Run 1, sequential cells grouped by signal name:
The bar under the picture is 50 um long.
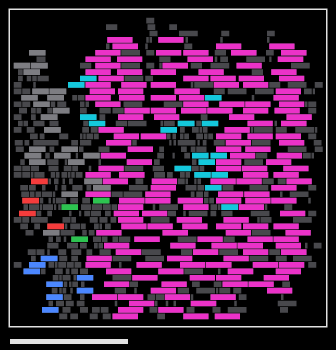
Run 1, the metal 3 layer:
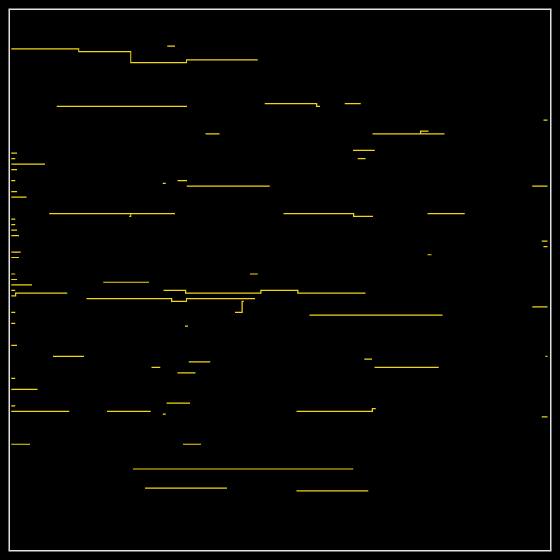
Run 1, the metal 2 layer:
The bar under the picture is 50 um long.
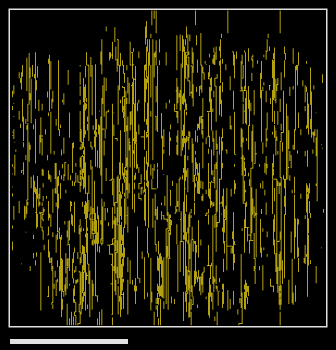
### src/rtl/io_port_bank_if.sv
// Event-log port of io_port_bank: FWFT head with valid/ready plus occupancy and overflow status.
interface io_port_bank_if #(
    parameter int WIDTH    = 4,
    parameter int CHANNELS = 2,
    parameter int DEPTH    = 8,
    parameter int TS_WIDTH = 16
);
    localparam int CH_W  = (CHANNELS > 1) ? $clog2(CHANNELS) : 1;
    localparam int CNT_W = $clog2(DEPTH + 1);

    logic                ev_valid;
    logic                ev_ready;
    logic [CH_W-1:0]     ev_ch;
    logic [WIDTH-1:0]    ev_data;
    logic [TS_WIDTH-1:0] ev_time;
    logic [CNT_W-1:0]    ev_count;
    logic                overflow;

    modport master (output ev_valid, ev_ch, ev_data, ev_time, ev_count, overflow, input ev_ready);
    modport slave  (input ev_valid, ev_ch, ev_data, ev_time, ev_count, overflow, output ev_ready);
endinterface

### src/rtl/io_port_bank.sv
// Multi-channel output latches and synchronised inputs; every output value change is
// logged with a cycle timestamp into a first-word-fall-through event FIFO.
module io_port_bank #(
    parameter int WIDTH    = 4,
    parameter int CHANNELS = 2,
    parameter int DEPTH    = 8,
    parameter int TS_WIDTH = 16,
    localparam int CH_W    = (CHANNELS > 1) ? $clog2(CHANNELS) : 1
) (
    input  logic                      clock,
    input  logic                      reset,
    input  logic                      wr_en,
    input  logic [CH_W-1:0]           wr_ch,
    input  logic [WIDTH-1:0]          wr_data,
    input  logic [CH_W-1:0]           rd_ch,
    output logic [WIDTH-1:0]          rd_data,
    input  logic [CHANNELS*WIDTH-1:0] pin_in,
    output logic [CHANNELS*WIDTH-1:0] pin_out,
    io_port_bank_if.master            ev
);
    localparam int PW    = $clog2(DEPTH);
    localparam int CNT_W = $clog2(DEPTH + 1);

    typedef struct packed {
        logic [CH_W-1:0]     ch;
        logic [WIDTH-1:0]    data;
        logic [TS_WIDTH-1:0] ts;
    } ev_t;

    typedef logic [CHANNELS-1:0][WIDTH-1:0] bank_t;

    bank_t               pout_q, pout_d, sync1_q, sync2_q;
    logic [TS_WIDTH-1:0] ts_q;
    ev_t                 mem_q [DEPTH];
    ev_t                 head;
    logic [PW-1:0]       wptr_q, rptr_q;
    logic [CNT_W-1:0]    cnt_q, cnt_d;
    logic                ovf_q, ovf_d;
    logic                wr_ok, push_req, push, pop, full, empty;
    logic [WIDTH-1:0]    cur_val, rd_val;

    // Loop-based muxes keep out-of-range channel selects from indexing past the bank.
    always_comb begin
        cur_val = '0;
        rd_val  = '0;
        pout_d  = pout_q;
        for (int k = 0; k < CHANNELS; k++) begin
            if (wr_ch == CH_W'(k)) cur_val = pout_q[k];
            if (rd_ch == CH_W'(k)) rd_val  = sync2_q[k];
            if (wr_ok && wr_ch == CH_W'(k)) pout_d[k] = wr_data;
        end
    end

    assign wr_ok    = wr_en && ({1'b0, wr_ch} < (CH_W+1)'(CHANNELS));
    assign push_req = wr_ok && (cur_val != wr_data);
    assign empty    = (cnt_q == '0);
    assign full     = (cnt_q == CNT_W'(DEPTH));
    assign pop      = !empty && ev.ev_ready;
    // A pop on the same edge frees the slot a full FIFO needs for the push.
    assign push     = push_req && (!full || pop);
    assign ovf_d    = ovf_q | (push_req & ~push);
    assign cnt_d    = cnt_q + CNT_W'(push) - CNT_W'(pop);

    always_ff @(posedge clock) begin
        if (!reset) begin
            ts_q    <= '0;
            pout_q  <= '0;
            sync1_q <= '0;
            sync2_q <= '0;
            wptr_q  <= '0;
            rptr_q  <= '0;
            cnt_q   <= '0;
            ovf_q   <= 1'b0;
        end else begin
            ts_q    <= ts_q + TS_WIDTH'(1);
            pout_q  <= pout_d;
            sync1_q <= pin_in;
            sync2_q <= sync1_q;
            if (push) wptr_q <= wptr_q + PW'(1);
            if (pop)  rptr_q <= rptr_q + PW'(1);
            cnt_q   <= cnt_d;
            ovf_q   <= ovf_d;
        end
    end

    always_ff @(posedge clock) begin
        if (reset && push) mem_q[wptr_q] <= '{ch: wr_ch, data: wr_data, ts: ts_q};
    end

    assign head        = empty ? '0 : mem_q[rptr_q];
    assign ev.ev_valid = !empty;
    assign ev.ev_ch    = head.ch;
    assign ev.ev_data  = head.data;
    assign ev.ev_time  = head.ts;
    assign ev.ev_count = cnt_q;
    assign ev.overflow = ovf_q;
    assign pin_out     = pout_q;
    assign rd_data     = rd_val;
endmodule

### src/flat_wrapper.sv
// flat-port wrapper written by rule: the top's interface ports become plain ports
module io_port_bank_flat 
#(
    parameter int WIDTH    = 4,
    parameter int CHANNELS = 2,
    parameter int DEPTH    = 8,
    parameter int TS_WIDTH = 16,
    localparam int CH_W    = (CHANNELS > 1) ? $clog2(CHANNELS) : 1
)
  (clock, reset, wr_en, wr_ch, wr_data, rd_ch, rd_data, pin_in, pin_out, ev_ev_valid, ev_ev_ch, ev_ev_data, ev_ev_time, ev_ev_count, ev_overflow, ev_ev_ready);
  io_port_bank_if #(.WIDTH(WIDTH), .CHANNELS(CHANNELS), .DEPTH(DEPTH), .TS_WIDTH(TS_WIDTH)) ev_i ();
  input  logic clock;
  input  logic reset;
  input  logic wr_en;
  input  logic [CH_W-1:0] wr_ch;
  input  logic [WIDTH-1:0] wr_data;
  input  logic [CH_W-1:0] rd_ch;
  output logic [WIDTH-1:0] rd_data;
  input  logic [CHANNELS*WIDTH-1:0] pin_in;
  output logic [CHANNELS*WIDTH-1:0] pin_out;
  output wire logic [$bits(ev_i.ev_valid)-1:0] ev_ev_valid;
  output wire logic [$bits(ev_i.ev_ch)-1:0] ev_ev_ch;
  output wire logic [$bits(ev_i.ev_data)-1:0] ev_ev_data;
  output wire logic [$bits(ev_i.ev_time)-1:0] ev_ev_time;
  output wire logic [$bits(ev_i.ev_count)-1:0] ev_ev_count;
  output wire logic [$bits(ev_i.overflow)-1:0] ev_overflow;
  input wire logic [$bits(ev_i.ev_ready)-1:0] ev_ev_ready;
  assign ev_ev_valid = ev_i.ev_valid;
  assign ev_ev_ch = ev_i.ev_ch;
  assign ev_ev_data = ev_i.ev_data;
  assign ev_ev_time = ev_i.ev_time;
  assign ev_ev_count = ev_i.ev_count;
  assign ev_overflow = ev_i.overflow;
  assign ev_i.ev_ready = ev_ev_ready;
  io_port_bank #(.WIDTH(WIDTH), .CHANNELS(CHANNELS), .DEPTH(DEPTH), .TS_WIDTH(TS_WIDTH)) u_core (.clock(clock), .reset(reset), .wr_en(wr_en), .wr_ch(wr_ch), .wr_data(wr_data), .rd_ch(rd_ch), .rd_data(rd_data), .pin_in(pin_in), .pin_out(pin_out), .ev(ev_i));
endmodule
### config.mk
export PLATFORM = sky130hd
export DESIGN_NAME = io_port_bank_flat
export DESIGN_NICKNAME = d
export VERILOG_FILES = /design/src/rtl/io_port_bank_if.sv /design/src/rtl/io_port_bank.sv /design/src/flat_wrapper.sv
export SDC_FILE = /design/constraint.sdc
export NUM_CORES = 1
export LEC_CHECK = 0
export ABC_CLOCK_PERIOD_IN_PS = 4500
export CORE_MARGIN = 1
export CORE_UTILIZATION = 50
export CTS_BUF_LIST = sky130_fd_sc_hd__clkbuf_8
export CTS_CLUSTER_DIAMETER = 50
export DETAILED_ROUTE_END_ITERATION = 8
export HOLD_SLACK_MARGIN = 0.06
export PLACE_DENSITY = 0.69
export SYNTH_ARGS = -nofsm -noshare
export SYNTH_HDL_FRONTEND = slang
export SYNTH_SLANG_ARGS = --single-unit
### constraint.sdc
create_clock -name clock -period 4.5 [get_ports clock]
set_input_delay 0.9 -clock clock [delete_from_list [all_inputs] [get_ports clock]]
set_output_delay 0.9 -clock clock [all_outputs]
set_load 0.005 [all_outputs]
==> run notes, run 1 <==
Status on the layout run. Met2 wirelength from detailed routing landed at approximately 7.5 mm. The clock buffers instantiated in the layout total 39. Number of nets still failing antenna checks after routing landed at 0. Fraction of area in non-clock buffers landed at 0.0653. Required arrival time at the worst endpoint landed at about 3.6 ns. Final period utilization landed at 0.829. Part of the power in registers landed at 0.472. The synthesis report lists the most area-consuming cells as sky130_fd_sc_hd__edfxtp_1 (58%), sky130_fd_sc_hd__dfxtp_1 (12%), sky130_fd_sc_hd__mux4_2 (11%). After synthesis, the share of cell area in mux cells is 0.151. The finished design was reported to have a net count of 610.

Peak per-stage delay on the critical path landed at between 0.6 and 0.7 ns. By area, the combinational part of the netlist is dominated by multiplexers. Based on the critical path, the design can be clocked at up to 268 MHz. The most critical min-delay path falls under reg -> reg.

Share of cell area taken by multi-input logic gates landed at 0.236. Per the slew report, the remaining headroom to the max-slew limit stands at 0.395. According to the I/O placement log, the pin count is 57.

Setup slack on the worst flop-to-flop path landed at 1.83 ns. The floorplan step records an initial core utilization of 0.518. After routing, the total negative slack on setup checks comes to 0 ns. In the setup report, the worst path falls into the class reg -> out. Global placer's final weighted congestion landed at 0.722. Portion of synthesized cell area occupied by the leading cell type landed at 0.582. Aggregate global-route resource usage landed at 0.181. Count of cells along the worst register-to-register path landed at 14. Number of maximum-capacitance constraint violations landed at 0. Layout inverter count without the clock tree landed at 11. The flow inserted between 200 and 250 tap cells. The worst register-to-register path ends at u_core.ev.ev_count[2]. Combined area of all synthesized cells landed at 8670 um^2. For this run, the chip area from Yosys synthesis comes to just under 9000 um^2. Yosys mapped a number of flops with a built-in enable equal to ~170.

Counting along the longest clock path gives a buffer depth of 3. The synthesized netlist was found by Yosys to have about 500 cells. Clock latency at the later pin of the worst-skew pair landed at 0.51 ns.

The number of global-route vias before repair was about 4600. Per the timing report, the most critical flop-to-flop path originates at u_core.ev.ev_count[2]. For the final database, setup skew stands at 0.0109 ns. Setup violation total in the final timing report landed at 0. Via density per instance landed at around 5.3. Summed over all cells, the static leakage comes to 3.36 nW. Of the total power, combinational logic draws 0.212.

The logs give a warning total of 27. All stages included, the depth of the critical timing path comes to 5. Area taken by multi-input logic gates landed at between 2000 and 2500 um^2. The run finished with clean final reports. Cell count after synthesis landed at 498. For hold timing, the worst endpoint is u_core.sync2_q[0]. Area share of and/or/nand/nor cells after synthesis landed at 0.0775. The share of total power dissipated in the clock network is 0.316. Routed length on met3 landed at around 630 um.

Total inserted antenna cells landed at 0. Number of cells traversed by the worst hold path landed at 1. Setup repair after global routing left no endpoint under its margin. Register bit count reported by yosys landed at 222.

Of the total synthesized cell area, the portion taken by full adders, half adders and majority gates is 0.0153. Number of placement rows landed at about 47. The cell sitting at the root of the clock tree is a sky130_fd_sc_hd__clkbuf_8.

Actual transition at the worst max-transition pin landed at just over 0.9 ns. The timing report shows that the slowest cell on the worst path is sky130_fd_sc_hd__dfxtp_2. The launch point of the worst min-delay path is recorded as u_core.sync1_q[0].

In this run the worst setup path terminates at ev_ev_time[7]. Mean routed wirelength per cell landed at approximately 18 um. CTS sink count landed at approximately 220. Ranked by total area, the top cell class in this layout is sequential cells.

The arrival time of data at the worst endpoint is listed as 2.83 ns. Signal nets in the final route climb as high as met4. Ratio of cells with drive above 1 in the final layout landed at 0.193. Fraction of area in clock buffers and inverters landed at 0.0662. Async set-reset flop share out of synthesis landed at 0. The cell sequence reported for the critical path is buf_4, mux4_2, mux2i_1, nor2_1, clkdlybuf4s50_1. Die extent in x landed at about 130 um. Largest net degree at the start of global routing landed at about 53.

Sum of buffers and inverters on the critical path landed at 2. TritonCTS built the clock tree. The worst setup path is captured at a primary output. Number of buffers added for setup after CTS landed at 0.

In the global route stage, met1 resource usage came out at 0.239. Final number of max-transition violations landed at 0. For this block, the initial DRC count from the detailed router was around 280. Cell internal power dissipation landed at ~3.8 mW. Area added between synthesis and finish landed at 17.5%. A synthesized cell averages between 15 and 20 um^2. For this run, the leading register cell type out of synthesis is sky130_fd_sc_hd__edfxtp_1. Clock slew seen by the registers of the worst setup and hold paths landed at 0.06 ns. Port buffering added approximately 56 buffers. Count of hold buffers inserted by post-cts repair landed at 0. Net count after synthesis landed at roughly 530. Sorting the synthesized cells by how often they occur yields sky130_fd_sc_hd__edfxtp_1 (168), sky130_fd_sc_hd__dfxtp_1 (54), sky130_fd_sc_hd__mux4_2 (42). Counting endpoints that fail hold in the final report gives 0. The number of antenna violations at the first check in global routing is 0.

Global route total overflow landed at 0. The layer flagged by global routing as most heavily used is met2. Total core area landed at around 17000 um^2. In the final layout, flip-flops and latches occupy 6130 um^2. Per the synthesis report, the AND-OR/OR-AND share of the synthesized area is 0.00793. Portion of the post-synthesis area used by sequential elements landed at 0.706. The chip occupies ~18000 um^2. Sequential cells placed in the final layout were counted as around 220. Area fraction in xor and xnor cells landed at 0.0212.

Looking at area per cell type in the netlist, the leader is sky130_fd_sc_hd__edfxtp_1. Summed over all nets, the switching power comes to 1.28 mW. The synthesized netlist contains 36 unique library cells. In this design, the largest share of critical-path delay is due to buffers and inverters. The worst path needs roughly 3.7 ns of the cycle, external delays included. Power density of the placed cells landed at around 500 nW/um^2. For this run, combinational gates with multiple inputs come to about 240.

Wire length of the first global-routing pass landed at 24.3 mm. By instance count, the leading cell after synthesis is sky130_fd_sc_hd__edfxtp_1. The layout has between 1000 and 1500 filler cells. Die span in y landed at roughly 130 um. Counting plain and timing-repair buffers in the layout gives about 70. Number of H-tree levels landed at 2. In the per-layer breakdown of the detailed-route log, met1 shows between 6 and 7 mm.

Post-cts sizing count landed at 0. Biggest fanout along the worst timing path landed at 20. Number of buffers inserted during clock tree synthesis landed at 36. The script computed the net switching share of total power as 0.255. STA classifies the critical path startpoint as a register. After layout, the design draws a total of 5.05 mW. Count of yosys warnings during synthesis landed at 0. Maximum VDD drop landed at about 360 uV. Number of detailed-route iterations in the first pass landed at 4. Remaining design rule violation count landed at 0.

The HPWL after detailed placement is 8.97 mm.
-- 'sequential cells grouped by signal name' (at the start) --
legend:
  u_core.ts_q:
    colour: cyan
    sequential_cells: 16
  u_core.ev.ev_count:
    colour: red
    sequential_cells: 4
  u_core.mem_q:
    colour: magenta
    sequential_cells: 168
  u_core.pin_out:
    colour: blue
    sequential_cells: 8
    where: bottom left
  u_core.wptr_q:
    colour: green
    sequential_cells: 3
not coloured: 23
register share of the cell area: 0.601
power dissipated in sequential cells: 2.38 mW

-- 'the metal 3 layer' (at the start) --
nets with wire on the layer: 48
main direction: horizontal
wire length on this layer: 630 um
share of all routed wire: 4.1%
Post-Route WL: 15.2 mm
global-route track usage on met3: 0.0373
count of vias placed by the detailed router: 4438

-- 'the metal 2 layer' (at the start) --
wire length on this layer: 7480 um
nets with wire on the layer: 544
share of all routed wire: 49%
main direction: vertical
fraction of met2 tracks used by global routing: 0.292

[run 1: placed cells by master (no fill, tap or decap), types with 10 or more instances in the layout]
cell and count:
sky130_fd_sc_hd__clkdlybuf4s50_1 56, sky130_fd_sc_hd__edfxtp_1 168, sky130_fd_sc_hd__dfxtp_1 52, sky130_fd_sc_hd__clkbuf_8 39, sky130_fd_sc_hd__buf_4 14, sky130_fd_sc_hd__mux2i_1 32
sky130_fd_sc_hd__nor2_1 23, sky130_fd_sc_hd__nand2_1 18, sky130_fd_sc_hd__mux4_2 42, sky130_fd_sc_hd__inv_1 31, sky130_fd_sc_hd__xnor2_1 11, sky130_fd_sc_hd__xor2_1 10
sky130_fd_sc_hd__and2_1 35, sky130_fd_sc_hd__nand3_1 13
[run 1: per-stage QoR]
stage	instance area, um^2	hold slack, ns	util	setup WS, ns	cells
final	10200	0.425	0.608	0.768	830
after detailed placement	9520	0.422	0.568	0.883	764
after global routing	10200	0.440	0.608	0.553	830
after global placement	9520	0.415	0.568	0.992	764
after CTS	10200	0.427	0.608	0.648	830
after floorplan	8670	0.412	-	0.363	498
[run 1: flip-flops by register name, summed over array words and instances, names as in the netlist, named ones only]
signal / cells
u_core.ts_q: 16
u_core.rptr_q: 3
u_core.wptr_q: 3
u_core.pin_out: 8
u_core.mem_q: 168
u_core.sync1_q: 8
u_core.sync2_q: 8
u_core.ev.ev_count: 4
u_core.ev.overflow: 1
[run 1: power groups by stage]
stage | logic, mW | clock network [mW] | registers [mW]
after floorplan | 0.703 | 0 | 2.36
after global placement | 1.08 | 0 | 2.42
after detailed placement | 1.09 | 0 | 2.43
after CTS | 1.10 | 1.64 | 2.38
after global routing | 1.18 | 1.73 | 2.40
final | 1.07 | 1.59 | 2.38
## Run 2: what changed since run 1
- ABC_CLOCK_PERIOD_IN_PS: 4500 -> 3300
- PLACE_DENSITY: 0.69 -> 0.72
- clock period: 4.5 -> 3.3 ns (I/O delays scaled with it)
Run 2, sequential cells grouped by signal name:
The bar under the picture is 50 um long.
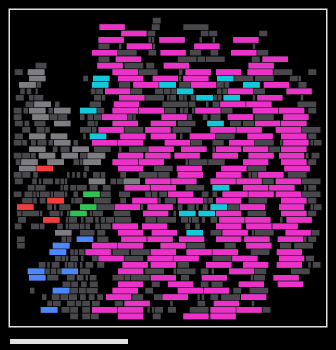
legend:
  u_core.wptr_q:
    colour: green
    sequential_cells: 3
  u_core.ev.ev_count:
    colour: red
    sequential_cells: 4
    where: left middle
  u_core.mem_q:
    colour: magenta
    sequential_cells: 168
  u_core.pin_out:
    colour: blue
    sequential_cells: 8
    where: bottom left
  u_core.ts_q:
    colour: cyan
    sequential_cells: 16
not coloured: 23
Util after Layout: 0.618
power dissipated in sequential cells: 3.21 mW
register share of the cell area: 0.592

==> run notes, run 2 <==
Status on the layout run. Maximum VDD drop landed at 365 uV (was 357 uV). Combined area of all synthesized cells landed at 8670 um^2 (unchanged). Total core area landed at 16800 um^2 (unchanged).

Slack of the critical path landed at 0.222 ns (was 0.768 ns). The part of the power in registers was 0.462 (was 0.472). The number of cells in the finished layout apart from fillers was 836 (was 830). Commonest cells after routing, fill and taps aside: sky130_fd_sc_hd__edfxtp_1 (168), sky130_fd_sc_hd__clkdlybuf4s50_1 (56), sky130_fd_sc_hd__dfxtp_1 (52), sky130_fd_sc_hd__mux4_2 (42), sky130_fd_sc_hd__clkbuf_8 (38) (was sky130_fd_sc_hd__edfxtp_1 (168), sky130_fd_sc_hd__clkdlybuf4s50_1 (56), sky130_fd_sc_hd__dfxtp_1 (52), sky130_fd_sc_hd__mux4_2 (42), sky130_fd_sc_hd__clkbuf_8 (39)). Total inserted antenna cells landed at 0 (unchanged). Initial DRC count landed at 270 (was 276). Number of detailed-route iterations in the first pass landed at 4 (unchanged). Net count after synthesis landed at 526 (unchanged). The worst flop-to-flop path endpoint is u_core.ev.ev_count[2] (unchanged). The most flop-heavy register was u_core.mem_q (unchanged). The number of global-route vias before repair came to 4567 (was 4632). Based on the critical path, the design can be clocked at up to 325 MHz. Die span in y landed at 134 um (unchanged). The count of cells along the worst register-to-register path was 14 (unchanged). Largest buffer count on any clock path landed at 3 (unchanged). The clock period could shrink to between 3 and 4 ns. Post-cts sizing count landed at 0 (unchanged). Portion of the post-synthesis area used by sequential elements landed at 0.706 (unchanged). The number of buffers added for setup after CTS is 0 (unchanged). Tally of unique sky130hd cells used after synthesis landed at 36 (unchanged). The required arrival time at the worst endpoint came to 2.64 ns (was 3.60 ns). The worst min-delay path category was reg -> reg (unchanged). The number of vias after detailed routing came to 4415 (was 4438). Cell internal power dissipation landed at 5.21 mW (was 3.76 mW).

Result of the run: complete, no violations (unchanged). The origin of the worst min-delay path was u_core.sync1_q[2] (was u_core.sync1_q[0]). The portion of synthesized cell area occupied by the leading cell type was 0.582 (unchanged).

The cell type of the slowest stage on the worst timing path was sky130_fd_sc_hd__mux4_2 (was sky130_fd_sc_hd__dfxtp_2). The post-place instance area was 9680 um^2 (was 9520 um^2). Commonest cells in the netlist: sky130_fd_sc_hd__edfxtp_1 (168), sky130_fd_sc_hd__dfxtp_1 (54), sky130_fd_sc_hd__mux4_2 (42) (unchanged).

Data arrival at the endpoint of the critical path landed at 2.42 ns (was 2.83 ns). Clock slew seen by the registers of the worst setup and hold paths landed at 0.06 ns (about the same). Count of hold buffers inserted by post-cts repair landed at 0 (unchanged). The post-synthesis chip area from yosys came to 8670 um^2 (unchanged). The worst max-slew margin expressed relative to the limit is 0.646 (was 0.395). The cell count after synthesis is 498 (unchanged). The most area-hungry cell type in the Yosys netlist is sky130_fd_sc_hd__edfxtp_1 (unchanged). Via density per instance landed at 5.28 (was 5.35).

The prevailing post-synth register cell is sky130_fd_sc_hd__edfxtp_1 (unchanged). The wire length of the first global-routing pass was 24.3 mm (about the same). The kind of capture point of the worst setup path is a primary output (unchanged). Top flop regs: u_core.mem_q (168), u_core.ts_q (16) (unchanged). Combinational fraction of design power landed at 0.220 (was 0.212). The class of the most critical setup path is reg -> out (unchanged). The startpoint of the worst register-to-register path is u_core.ev.ev_count[2] (unchanged). The highest signal layer in the routed design is met4 (unchanged). The peak per-stage delay on the critical path came to 0.57 ns (was 0.61 ns). Number of cells traversed by the worst hold path landed at 1 (unchanged). Leakage power landed at 3.43 nW (was 3.36 nW). Count of yosys warnings during synthesis landed at 0 (unchanged). The initial cell density of the core came to 0.518 (unchanged). The yosys stat cell total was 498 (unchanged).

Number of OpenROAD warnings landed at 28 (was 27). Crit-path cells: buf_12, mux4_2, mux2i_1, nor2_1, clkdlybuf4s50_1 (was buf_4, mux4_2, mux2i_1, nor2_1, clkdlybuf4s50_1). The largest net degree at the start of global routing was 53 (unchanged). Net switching share of the total power landed at 0.249 (was 0.255). The register bit count reported by yosys came to 222 (unchanged).

Worst hold slack landed at 0.430 ns (was 0.425 ns). Actual transition at the worst max-transition pin landed at 0.527 ns (was 0.906 ns). The count of library flops with an enable pin came to 168 (unchanged). The master cell of the clock root buffer is sky130_fd_sc_hd__clkbuf_8 (unchanged). Sum of buffers and inverters on the critical path landed at 2 (unchanged).

Async set-reset flop share out of synthesis landed at 0 (unchanged). Area contributors post-synth: sky130_fd_sc_hd__edfxtp_1 (58%), sky130_fd_sc_hd__dfxtp_1 (12%), sky130_fd_sc_hd__mux4_2 (11%) (unchanged). The count of boundary I/O pins is 57 (unchanged). Final clock skew landed at 0.0179 ns (was 0.0109 ns).

Hold violation total from the final report landed at 0 (unchanged). The routing usage on met1 is 0.232 (was 0.239). Setup slack at placement landed at 0.148 ns (was 0.883 ns). Port buffer count landed at 56 (unchanged). Layout net count landed at 618 (was 610). Biggest fanout along the worst timing path landed at 42 (was 20).

The library cell with the highest instance count after synthesis is sky130_fd_sc_hd__edfxtp_1 (unchanged). Part of the power in the clock network landed at 0.318 (was 0.316). The die footprint was 17900 um^2 (unchanged). Setup slack on the worst flop-to-flop path landed at 0.66 ns (was 1.83 ns). The number of nets still failing antenna checks after routing was 0 (unchanged). Number of buffers inserted during clock tree synthesis landed at 35 (was 36).

Die extent in x landed at 134 um (unchanged). The area added between synthesis and finish is 19.4% (was 17.5%). RSZ-0062 raised after global routing: no (unchanged). The power density of the placed cells was 671 nW/um^2 (was 495 nW/um^2). Mean cell area of the mapped netlist landed at 17.4 um^2 (unchanged). Count of placed standard cells including taps landed at 773 (was 764). Number of placement rows landed at 47 (unchanged). Routed length on met3 landed at 579 um (was 629 um). The cell family contributing the most delay on the critical path is buffers and inverters (unchanged).

CTS sink count landed at 222 (unchanged). Number of antenna violations at the first check in global routing landed at 0 (unchanged). Clock latency at the later pin of the worst-skew pair landed at 0.52 ns (was 0.51 ns). The setup violation total in the final timing report was 0 (unchanged).

The net switching power is 1.73 mW (was 1.28 mW). The total design power came to 6.95 mW (was 5.05 mW). The total routed wire length on the met1 layer is 6.50 mm (was 6.75 mm).

Final number of max-transition violations landed at 0 (unchanged). The final wirelength came to 15.2 mm (about the same). The most frequent logic cell in the layout is sky130_fd_sc_hd__edfxtp_1 (unchanged). The remaining design rule violation count is 0 (unchanged).

Ratio of cells with drive above 1 in the final layout landed at 0.203 (was 0.193). Met2 wirelength from detailed routing landed at 7.82 mm (was 7.48 mm). Global placer's final weighted congestion landed at 0.779 (was 0.722). Total half-perimeter wirelength after legalization and detailed placement landed at 9.26 mm (was 8.97 mm). The number of flip-flops in the largest register was 168 (unchanged). Final period utilization landed at 0.933.

The terminating pin of the worst hold path was u_core.sync2_q[2] (was u_core.sync2_q[0]). The startpoint type of the worst setup path is a register (unchanged). Path length in cells of the critical path landed at 5 (unchanged). The clock tree from TritonCTS was done (unchanged). The end of the critical path was ev_ev_time[12] (was ev_ev_time[7]).

The final-layout setup total negative slack was 0 ns (unchanged). Summed area of non-filler cells in the final layout landed at 10400 um^2 (was 10200 um^2). The number of H-tree levels came to 2 (unchanged). The global route total overflow was 0 (unchanged). The number of maximum-capacitance constraint violations was 0 (unchanged).
Run 2, congestion heat map:
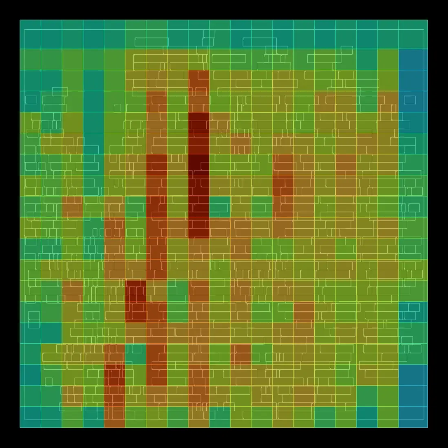
routed length per placed instance: 18.1 um
global routing usage summed across all routing layers: 0.182
most utilized layer in the global route result: met2
fraction of met2 tracks used by global routing: 0.305
global-route track usage on met3: 0.0365

## run 2: cell counts after synthesis
Identical to the previous run, type by type.
## run 2: logic make-up (layout without fill, tap and decap cells)
family                     Yosys count  count (layout)  synth area share
muxes                               78              78             0.151
adders and majority gates           10              10            0.0153
and+or+nand+nor                    122             122            0.0775
buffers and inverters               35             153            0.0206
xor gates and xnor gates            21              21            0.0212
DFF                                222             222             0.706
AOI/OAI and AO/OA                   10              10           0.00793
## run 2: worst register-to-register path: stages (launching register included)
cell                      delay (ns)
sky130_fd_sc_hd__dfxtp_1        0.31
sky130_fd_sc_hd__inv_1          0.11
sky130_fd_sc_hd__ha_1           0.17
sky130_fd_sc_hd__and2_0         0.12
sky130_fd_sc_hd__buf_4          0.29
sky130_fd_sc_hd__inv_1          0.15
sky130_fd_sc_hd__nand2_1        0.15
sky130_fd_sc_hd__inv_1          0.06
sky130_fd_sc_hd__ha_1           0.26
sky130_fd_sc_hd__inv_1          0.06
sky130_fd_sc_hd__ha_1           0.16
sky130_fd_sc_hd__inv_1          0.05
sky130_fd_sc_hd__fa_1           0.37
sky130_fd_sc_hd__xnor2_1        0.13
sky130_fd_sc_hd__and2_1         0.14
## run 2: power groups by stage
stage | Clock [mW] | Sequential, mW | Combinational (mW)
CTS | 2.27 | 3.21 | 1.57
global route | 2.38 | 3.22 | 1.68
finish | 2.21 | 3.21 | 1.53
detailed placement | 0 | 3.27 | 1.57
floorplan | 0 | 3.22 | 0.961
global placement | 0 | 3.26 | 1.55
## run 2: layout make-up
| class | instances | area [um^2] |
|---|---|---|
| fillers | 1225 | 6410 |
| well taps | 220 | 275 |
| repair buffers | 79 | 821 |
| clock buffers | 38 | 523 |
| flip-flops and latches | 222 | 6130 |
| inverters | 11 | 41.3 |
| clock inverters | 25 | 155 |
| multi-input cells | 241 | 2410 |
Power and IR drop assume default switching activity.
